File: src/rtl/npu_shell_pkg.sv
// Shared definitions for the NPU shell: MMIO map, opcodes, status bits,
// FSM states and descriptor layout.
package npu_shell_pkg;

  localparam int MMIO_ADDR_W = 12;
  localparam int DATA_W      = 32;
  localparam int AXI_DW      = 256;
  localparam int IRQ_W       = 3;

  localparam logic [MMIO_ADDR_W-1:0] REG_DOORBELL   = 12'h000;
  localparam logic [MMIO_ADDR_W-1:0] REG_CQ_BASE_LO = 12'h010;
  localparam logic [MMIO_ADDR_W-1:0] REG_CQ_BASE_HI = 12'h014;
  localparam logic [MMIO_ADDR_W-1:0] REG_CQ_SIZE    = 12'h018;
  localparam logic [MMIO_ADDR_W-1:0] REG_CQ_HEAD    = 12'h01C;
  localparam logic [MMIO_ADDR_W-1:0] REG_CQ_TAIL    = 12'h020;
  localparam logic [MMIO_ADDR_W-1:0] REG_IRQ_STATUS = 12'h024;
  localparam logic [MMIO_ADDR_W-1:0] REG_IRQ_ENABLE = 12'h028;

  localparam logic [7:0] OP_DMA_COPY     = 8'h01;
  localparam logic [7:0] OP_GEMM         = 8'h10;
  localparam logic [7:0] OP_EVENT_SIGNAL = 8'h20;
  localparam logic [7:0] OP_EVENT_WAIT   = 8'h21;

  localparam int ST_CQ_EMPTY   = 0;
  localparam int ST_EVENT      = 1;
  localparam int ST_BAD_OPCODE = 2;

  // Byte offsets inside a 32-byte little-endian descriptor.
  localparam int DESC_OPCODE = 0;
  localparam int DESC_ARG    = 2;
  localparam int DESC_SRC    = 8;
  localparam int DESC_DST    = 16;
  localparam int DESC_BYTES  = 24;
  localparam logic [31:0] DESC_STRIDE = 32'd32;

  typedef enum logic [2:0] {
    S_IDLE, S_FETCH, S_DECODE, S_DMA_REQ, S_COPY, S_GEMM, S_EVT_WAIT, S_ADVANCE
  } state_t;

  typedef enum logic [2:0] {C_IDLE, C_AR, C_R, C_AW, C_W, C_B} copy_state_t;

  typedef struct packed {
    logic [7:0]  opcode;
    logic [7:0]  arg;
    logic [63:0] src;
    logic [63:0] dst;
    logic [31:0] bytes;
  } desc_t;

  function automatic desc_t unpack_desc(input logic [AXI_DW-1:0] raw);
    desc_t d;
    d.opcode = raw[8*DESC_OPCODE +: 8];
    d.arg    = raw[8*DESC_ARG    +: 8];
    d.src    = raw[8*DESC_SRC    +: 64];
    d.dst    = raw[8*DESC_DST    +: 64];
    d.bytes  = raw[8*DESC_BYTES  +: 32];
    return d;
  endfunction

  // Byte-enable mask for a final beat carrying n (1..31) bytes.
  function automatic logic [31:0] last_strb(input logic [4:0] n);
    return (32'h1 << n) - 32'h1;
  endfunction

endpackage

File: src/rtl/npu_axi_copy.sv
// Beat-serial AXI4 copy engine: one AR/R then one AW/W/B per 32-byte beat,
// strictly sequential, pulsing done after the last write response.
module npu_axi_copy
  import npu_shell_pkg::*;
(
  input  logic              clk,
  input  logic              rst_n,
  input  logic              start,
  input  logic [63:0]       src,
  input  logic [63:0]       dst,
  input  logic [31:0]       bytes,
  output logic              done,
  output logic              m_axi_awvalid,
  input  logic              m_axi_awready,
  output logic [63:0]       m_axi_awaddr,
  output logic              m_axi_wvalid,
  input  logic              m_axi_wready,
  output logic [AXI_DW-1:0] m_axi_wdata,
  output logic [31:0]       m_axi_wstrb,
  output logic              m_axi_wlast,
  input  logic              m_axi_bvalid,
  output logic              m_axi_bready,
  output logic              m_axi_arvalid,
  input  logic              m_axi_arready,
  output logic [63:0]       m_axi_araddr,
  input  logic              m_axi_rvalid,
  output logic              m_axi_rready,
  input  logic [AXI_DW-1:0] m_axi_rdata
);

  copy_state_t state;
  logic [31:0] rem;

  // NOTE: sequential state uses <= so every register samples pre-edge values.
  always_ff @(posedge clk or negedge rst_n) begin
    if (!rst_n) begin
      state         <= C_IDLE;
      done          <= 1'b0;
      rem           <= '0;
      m_axi_arvalid <= 1'b0;
      m_axi_araddr  <= '0;
      m_axi_rready  <= 1'b0;
      m_axi_awvalid <= 1'b0;
      m_axi_awaddr  <= '0;
      m_axi_wvalid  <= 1'b0;
      m_axi_wdata   <= '0;
      m_axi_wstrb   <= '0;
      m_axi_wlast   <= 1'b0;
      m_axi_bready  <= 1'b0;
    end else begin
      done <= 1'b0;
      case (state)
        C_IDLE: if (start) begin
          if (bytes == 32'd0) begin
            done <= 1'b1;
          end else begin
            m_axi_araddr  <= src;
            m_axi_awaddr  <= dst;
            rem           <= bytes;
            m_axi_arvalid <= 1'b1;
            state         <= C_AR;
          end
        end
        C_AR: if (m_axi_arready) begin
          m_axi_arvalid <= 1'b0;
          m_axi_rready  <= 1'b1;
          state         <= C_R;
        end
        C_R: if (m_axi_rvalid) begin
          m_axi_rready  <= 1'b0;
          m_axi_wdata   <= m_axi_rdata;
          m_axi_wstrb   <= (rem >= 32'd32) ? '1 : last_strb(rem[4:0]);
          m_axi_awvalid <= 1'b1;
          state         <= C_AW;
        end
        C_AW: if (m_axi_awready) begin
          m_axi_awvalid <= 1'b0;
          m_axi_wvalid  <= 1'b1;
          m_axi_wlast   <= 1'b1;
          state         <= C_W;
        end
        C_W: if (m_axi_wready) begin
          m_axi_wvalid <= 1'b0;
          m_axi_wlast  <= 1'b0;
          m_axi_bready <= 1'b1;
          state        <= C_B;
        end
        C_B: if (m_axi_bvalid) begin
          m_axi_bready <= 1'b0;
          if (rem <= 32'd32) begin
            done  <= 1'b1;
            state <= C_IDLE;
          end else begin
            rem           <= rem - 32'd32;
            m_axi_araddr  <= m_axi_araddr + 64'd32;
            m_axi_awaddr  <= m_axi_awaddr + 64'd32;
            m_axi_arvalid <= 1'b1;
            state         <= C_AR;
          end
        end
        default: state <= C_IDLE;
      endcase
    end
  end

endmodule

File: src/rtl/npu_shell_top.sv
// NPU shell: MMIO register file, command-queue fetch/decode FSM and the
// stub opcode handlers around the AXI copy engine.
module npu_shell_top
  import npu_shell_pkg::*;
(
  input  logic                   clk,
  input  logic                   rst_n,
  input  logic [MMIO_ADDR_W-1:0] mmio_addr,
  input  logic                   mmio_we,
  input  logic [DATA_W-1:0]      mmio_wdata,
  output logic [DATA_W-1:0]      mmio_rdata,
  output logic                   irq,
  output logic                   dma_req_valid,
  output logic [63:0]            dma_req_src,
  output logic [63:0]            dma_req_dst,
  output logic [31:0]            dma_req_bytes,
  input  logic                   dma_req_ready,
  input  logic                   dma_resp_done,
  output logic [63:0]            cq_mem_addr,
  input  logic [AXI_DW-1:0]      cq_mem_rdata,
  output logic                   m_axi_awvalid,
  input  logic                   m_axi_awready,
  output logic [63:0]            m_axi_awaddr,
  output logic [7:0]             m_axi_awlen,
  output logic [2:0]             m_axi_awsize,
  output logic                   m_axi_wvalid,
  input  logic                   m_axi_wready,
  output logic [AXI_DW-1:0]      m_axi_wdata,
  output logic [31:0]            m_axi_wstrb,
  output logic                   m_axi_wlast,
  input  logic                   m_axi_bvalid,
  output logic                   m_axi_bready,
  output logic                   m_axi_arvalid,
  input  logic                   m_axi_arready,
  output logic [63:0]            m_axi_araddr,
  output logic [7:0]             m_axi_arlen,
  output logic [2:0]             m_axi_arsize,
  input  logic                   m_axi_rvalid,
  output logic                   m_axi_rready,
  input  logic [AXI_DW-1:0]      m_axi_rdata,
  input  logic                   m_axi_rlast
);

  state_t            state;
  desc_t             desc;
  logic              armed;
  logic [31:0]       cq_base_lo, cq_base_hi, cq_size, cq_tail, head, next_head;
  logic [IRQ_W-1:0]  irq_status, irq_enable, status_set, status_clr;
  logic [7:0]        events;
  logic [1:0]        gcnt;
  logic              copy_start, copy_done, bad_op, doorbell;
  logic              unused_ok;

  assign unused_ok     = ^{dma_resp_done, m_axi_rlast, cq_mem_rdata, desc.arg[7:3]};
  assign cq_mem_addr   = {cq_base_hi, cq_base_lo} + {32'd0, head};
  assign dma_req_src   = desc.src;
  assign dma_req_dst   = desc.dst;
  assign dma_req_bytes = desc.bytes;
  assign irq           = |(irq_status & irq_enable);
  assign m_axi_awlen   = 8'd0;
  assign m_axi_arlen   = 8'd0;
  assign m_axi_awsize  = 3'd5;
  assign m_axi_arsize  = 3'd5;
  assign doorbell      = mmio_we && (mmio_addr == REG_DOORBELL) && mmio_wdata[0];
  assign status_clr    = (mmio_we && mmio_addr == REG_IRQ_STATUS) ? mmio_wdata[IRQ_W-1:0] : '0;
  assign next_head     = (head + DESC_STRIDE == cq_size) ? 32'd0 : head + DESC_STRIDE;

  // NOTE: every always_comb output gets a default first so no latch is inferred.
  always_comb begin
    bad_op     = 1'b1;
    status_set = '0;
    case (desc.opcode)
      OP_DMA_COPY, OP_GEMM, OP_EVENT_SIGNAL, OP_EVENT_WAIT: bad_op = 1'b0;
      default: ;
    endcase
    status_set[ST_BAD_OPCODE] = (state == S_DECODE) && bad_op;
    status_set[ST_EVENT]      = ((state == S_DECODE) && (desc.opcode == OP_EVENT_SIGNAL))
                             || ((state == S_COPY) && copy_done)
                             || ((state == S_GEMM) && (gcnt == 2'd0));
    status_set[ST_CQ_EMPTY]   = (state == S_ADVANCE) && (next_head == cq_tail);
  end

  always_comb begin
    mmio_rdata = '0;
    case (mmio_addr)
      REG_CQ_BASE_LO: mmio_rdata = cq_base_lo;
      REG_CQ_BASE_HI: mmio_rdata = cq_base_hi;
      REG_CQ_SIZE:    mmio_rdata = cq_size;
      REG_CQ_HEAD:    mmio_rdata = head;
      REG_CQ_TAIL:    mmio_rdata = cq_tail;
      REG_IRQ_STATUS: mmio_rdata = {{(DATA_W-IRQ_W){1'b0}}, irq_status};
      REG_IRQ_ENABLE: mmio_rdata = {{(DATA_W-IRQ_W){1'b0}}, irq_enable};
      default: ;
    endcase
  end

  // A hardware status set beats a same-cycle write-1-to-clear; a doorbell beats disarm.
  always_ff @(posedge clk or negedge rst_n) begin
    if (!rst_n) begin
      cq_base_lo <= '0;
      cq_base_hi <= '0;
      cq_size    <= '0;
      cq_tail    <= '0;
      irq_enable <= '0;
      irq_status <= '0;
      armed      <= 1'b0;
    end else begin
      irq_status <= (irq_status & ~status_clr) | status_set;
      armed      <= doorbell | (armed & ~status_set[ST_CQ_EMPTY]);
      if (mmio_we) begin
        case (mmio_addr)
          REG_CQ_BASE_LO: cq_base_lo <= mmio_wdata;
          REG_CQ_BASE_HI: cq_base_hi <= mmio_wdata;
          REG_CQ_SIZE:    cq_size    <= mmio_wdata;
          REG_CQ_TAIL:    cq_tail    <= mmio_wdata;
          REG_IRQ_ENABLE: irq_enable <= mmio_wdata[IRQ_W-1:0];
          default: ;
        endcase
      end
    end
  end

  always_ff @(posedge clk or negedge rst_n) begin
    if (!rst_n) begin
      state         <= S_IDLE;
      desc          <= '0;
      head          <= '0;
      events        <= '0;
      gcnt          <= '0;
      dma_req_valid <= 1'b0;
      copy_start    <= 1'b0;
    end else begin
      copy_start <= 1'b0;
      case (state)
        S_IDLE:   if (armed && head != cq_tail) state <= S_FETCH;
        S_FETCH: begin
          desc  <= unpack_desc(cq_mem_rdata);
          state <= S_DECODE;
        end
        S_DECODE: begin
          case (desc.opcode)
            OP_DMA_COPY: begin
              dma_req_valid <= 1'b1;
              state         <= S_DMA_REQ;
            end
            OP_GEMM: begin
              gcnt  <= 2'd3;
              state <= S_GEMM;
            end
            OP_EVENT_SIGNAL: begin
              events[desc.arg[2:0]] <= 1'b1;
              state                 <= S_ADVANCE;
            end
            OP_EVENT_WAIT: state <= S_EVT_WAIT;
            default:       state <= S_ADVANCE;
          endcase
        end
        S_DMA_REQ: if (dma_req_ready) begin
          dma_req_valid <= 1'b0;
          copy_start    <= 1'b1;
          state         <= S_COPY;
        end
        S_COPY:   if (copy_done) state <= S_ADVANCE;
        S_GEMM: begin
          if (gcnt == 2'd0) state <= S_ADVANCE;
          else              gcnt  <= gcnt - 2'd1;
        end
        S_EVT_WAIT: if (events[desc.arg[2:0]]) begin
          events[desc.arg[2:0]] <= 1'b0;
          state                 <= S_ADVANCE;
        end
        S_ADVANCE: begin
          head  <= next_head;
          state <= (next_head == cq_tail) ? S_IDLE : S_FETCH;
        end
        default: state <= S_IDLE;
      endcase
    end
  end

  npu_axi_copy u_copy (
    .clk           (clk),
    .rst_n         (rst_n),
    .start         (copy_start),
    .src           (desc.src),
    .dst           (desc.dst),
    .bytes         (desc.bytes),
    .done          (copy_done),
    .m_axi_awvalid (m_axi_awvalid),
    .m_axi_awready (m_axi_awready),
    .m_axi_awaddr  (m_axi_awaddr),
    .m_axi_wvalid  (m_axi_wvalid),
    .m_axi_wready  (m_axi_wready),
    .m_axi_wdata   (m_axi_wdata),
    .m_axi_wstrb   (m_axi_wstrb),
    .m_axi_wlast   (m_axi_wlast),
    .m_axi_bvalid  (m_axi_bvalid),
    .m_axi_bready  (m_axi_bready),
    .m_axi_arvalid (m_axi_arvalid),
    .m_axi_arready (m_axi_arready),
    .m_axi_araddr  (m_axi_araddr),
    .m_axi_rvalid  (m_axi_rvalid),
    .m_axi_rready  (m_axi_rready),
    .m_axi_rdata   (m_axi_rdata)
  );

endmodule

File: config.mk
export PLATFORM = sky130hd
export DESIGN_NAME = npu_shell_top
export DESIGN_NICKNAME = d
export VERILOG_FILES = /design/src/rtl/npu_shell_pkg.sv /design/src/rtl/npu_axi_copy.sv /design/src/rtl/npu_shell_top.sv
export SDC_FILE = /design/constraint.sdc
export NUM_CORES = 2
export LEC_CHECK = 0
export ABC_AREA = 0
export CORE_AREA = 2 2 495 497
export CTS_CLUSTER_DIAMETER = 80
export CTS_CLUSTER_SIZE = 16
export DETAILED_ROUTE_END_ITERATION = 12
export DIE_AREA = 0 0 497 499
export SETUP_SLACK_MARGIN = 0.1
export SLEW_MARGIN = 10
export SYNTH_ARGS = -nofsm -noshare
export SYNTH_HDL_FRONTEND = slang
export SYNTH_SLANG_ARGS = --single-unit
File: constraint.sdc
create_clock -name clk -period 8.04 [get_ports clk]
set_input_delay 0.804 -clock clk [delete_from_list [all_inputs] [get_ports clk]]
set_output_delay 0.804 -clock clk [all_outputs]
set_load 0.05 [all_outputs]
==> images/registers.png <==
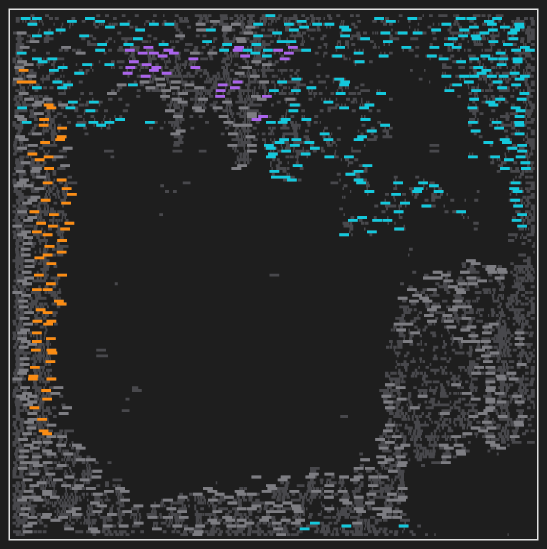
Key: orange = u_copy.m_axi_araddr [sequential cells 64]; cyan = u_copy.m_axi_wdata [sequential cells 256]; purple = u_copy.m_axi_wstrb [sequential cells 32]

==> images/port_nets.png <==
Bar = 100 µm.
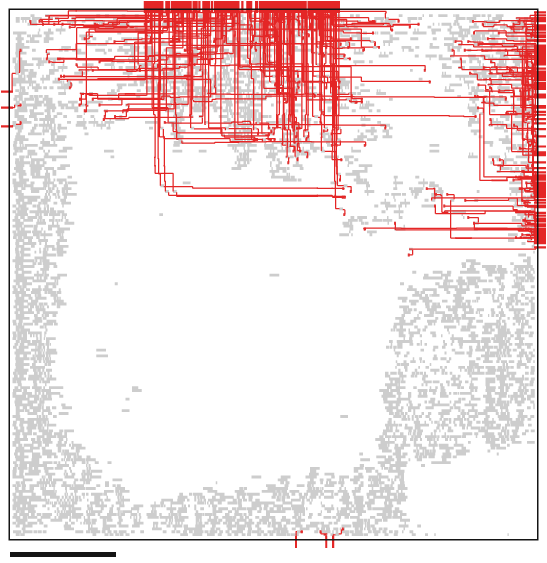
Key: red = m_axi_rdata [bits 256, direction input, edge 153 north, 97 east, 3 west, 3 south, end cells 256, buffers 256, wire 23.6 mm]

==> images/met1.png <==
Supply wires on this layer in gray.
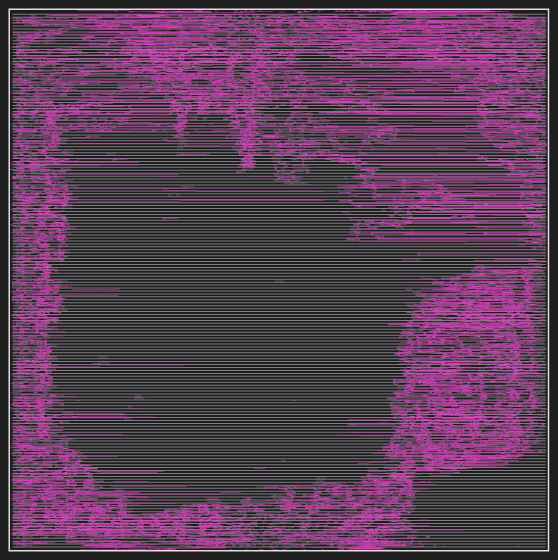
The layer carries 95.5 mm of wire. 5331 nets have wire on it. The wires run mostly horizontal. The longest straight run is 190 µm. The layer holds 41% of the routed length.

==> images/met2.png <==
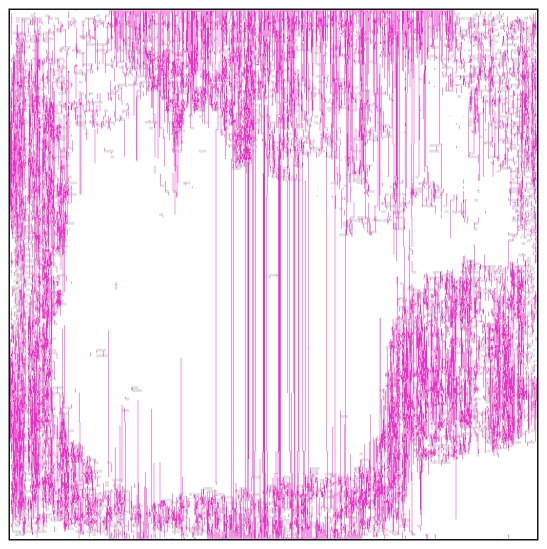
The longest straight run is 424 µm. 5042 nets have wire on it. The layer holds 46% of the routed length.

==> images/final_congestion.png <==
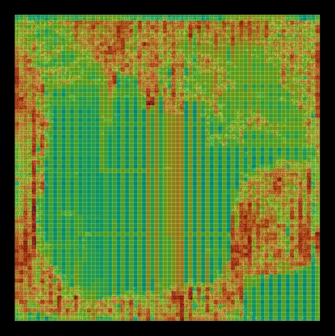
met2 Use GR: 29.2%
met1 layer usage reported by global route: 22.4%
routing usage on met3: 4.90%

[cells by family after synthesis]
group	synth area share, %
AND/OR/NAND/NOR	19.0
AND-OR/OR-AND	12.7
flip-flops	48.7
buffers and inverters	6.37
multiplexers	8.61
XOR/XNOR	3.39
adder cells (fa/ha/maj)	1.19
other	0.0181
[final timing paths]
path | slack, ps | to | cells past startpoint
setup / recovery | 1450 | cq_mem_addr[39] | 14
hold / removal | 480 | u_copy.m_axi_wdata[2]$_DFFE_PN0P_ | 2
setup reg to reg | 2860 | armed$_DFF_PN0_ | 12
hold reg to reg | 480 | u_copy.m_axi_wdata[2]$_DFFE_PN0P_ | 2
max in group asynchronous | 5440 | u_copy.m_axi_araddr[57]$_DFFE_PN0P_ | 4
min in group asynchronous | 590 | cq_base_hi[12]$_DFFE_PN0P_ | 2
[area by class of cell]
class	count	area, µm²
inverters	56	210
flip-flops and latches	810	20300
clock inverters	49	631
clock buffers	99	2310
fillers	26100	184000
multi-input cells	3207	18800
repair buffers	1219	12200
diodes	14	35.0
well taps	3202	4010
[flip-flops by register name, summed over array words and instances (netlist names), 2 cells and up, named ones only]
name,cells
cq_tail,32
desc,11
gcnt,2
cq_base_lo,32
u_copy.m_axi_wdata,256
irq_enable,3
dma_req_src,64
u_copy.rem,32
cq_size,32
head,32
u_copy.state,3
cq_base_hi,32
state,3
dma_req_bytes,32
u_copy.m_axi_awaddr,64
u_copy.m_axi_wstrb,32
dma_req_dst,64
u_copy.m_axi_araddr,64
irq_status,3
[metal layers]
layer  wire (µm)  vias up  track usage (%)
met3       17500      314             4.90
met5         136        -                0
met4       12200       20             8.55
met1       95500    19400             22.4
li1            -    17200                -
met2      107000     1675             29.2
==> commit_impl_results.txt <==
Refresh implementation metrics

- Outcome: complete, no violations
- The report lists the number of cells resized after CTS as 0.
- Total power: 0.0251 W
- Final worst path period need: ~6600 ps
- Across the routed clock network, the largest skew measured is between 20 and 30 ps.
- The horizontal die dimension reported for this design is 497 µm.
- Yosys attributes the largest share of cell area to sky130_fd_sc_hd__dfrtp_1 (49%), sky130_fd_sc_hd__nand2_1 (9.7%), sky130_fd_sc_hd__mux2_2 (8.3%), sky130_fd_sc_hd__a21oi_1 (3.9%), sky130_fd_sc_hd__buf_4 (3.4%).
- In the final report, the number of pins over their slew limit comes to 0.
* Internal power: 0.0120 W
- H-tree level count: 3
* Power attributed to the clock group: about 0.0043 W
* Critical path cell sequence: ha_1 > a21o_1 > a21oi_1 > nor2b_1 > a211o_1 > a31oi_1 > buf_4 > o31ai_1 > a31oi_1 > a211oi_2 > buf_4 > nand3_1 > xnor2_1 > clkdlybuf4s50_1
- GR Overflow Total: 0
- By count the netlist is led by sky130_fd_sc_hd__nand2_1 (1078), sky130_fd_sc_hd__dfrtp_1 (810), sky130_fd_sc_hd__a21oi_1 (324), sky130_fd_sc_hd__mux2_2 (307), sky130_fd_sc_hd__nor2_1 (257).
- Once placement completed, the tool counted placed cells totaling roughly 8500.
- Clock network fraction of total power: 17.3%
* Post-synth tally of flip-flops with integrated enable: 0
* Number of post-CTS setup repair buffers: 0
- Final GP Congestion: just over 0.9
- Arrival @ worst endpoint: 5790 ps
- The number of maximum-capacitance violations recorded for the run is 0.
- Crit share post-route: between 80% and 90%
- Count of tool warnings: about 140
- Each instance of the synthesized netlist takes up on average 9.24 µm².
* Setup Crit Path Kind: register to primary output
- Most common flop cell mapped by yosys: sky130_fd_sc_hd__dfrtp_1
- In this run the layout overhead on the synthesized area is reported as 40.6%.
- Entering global routing, the biggest net connects about 160 pins.
* Top power group: combinational cells
- Gate count of the mapped netlist: 4502
* Via count of the first global-routing pass: about 38000
- Top-level I/O count: 1269
- Post-synth area from yosys stat: 41600 µm²
Power and IR drop assume default switching activity.
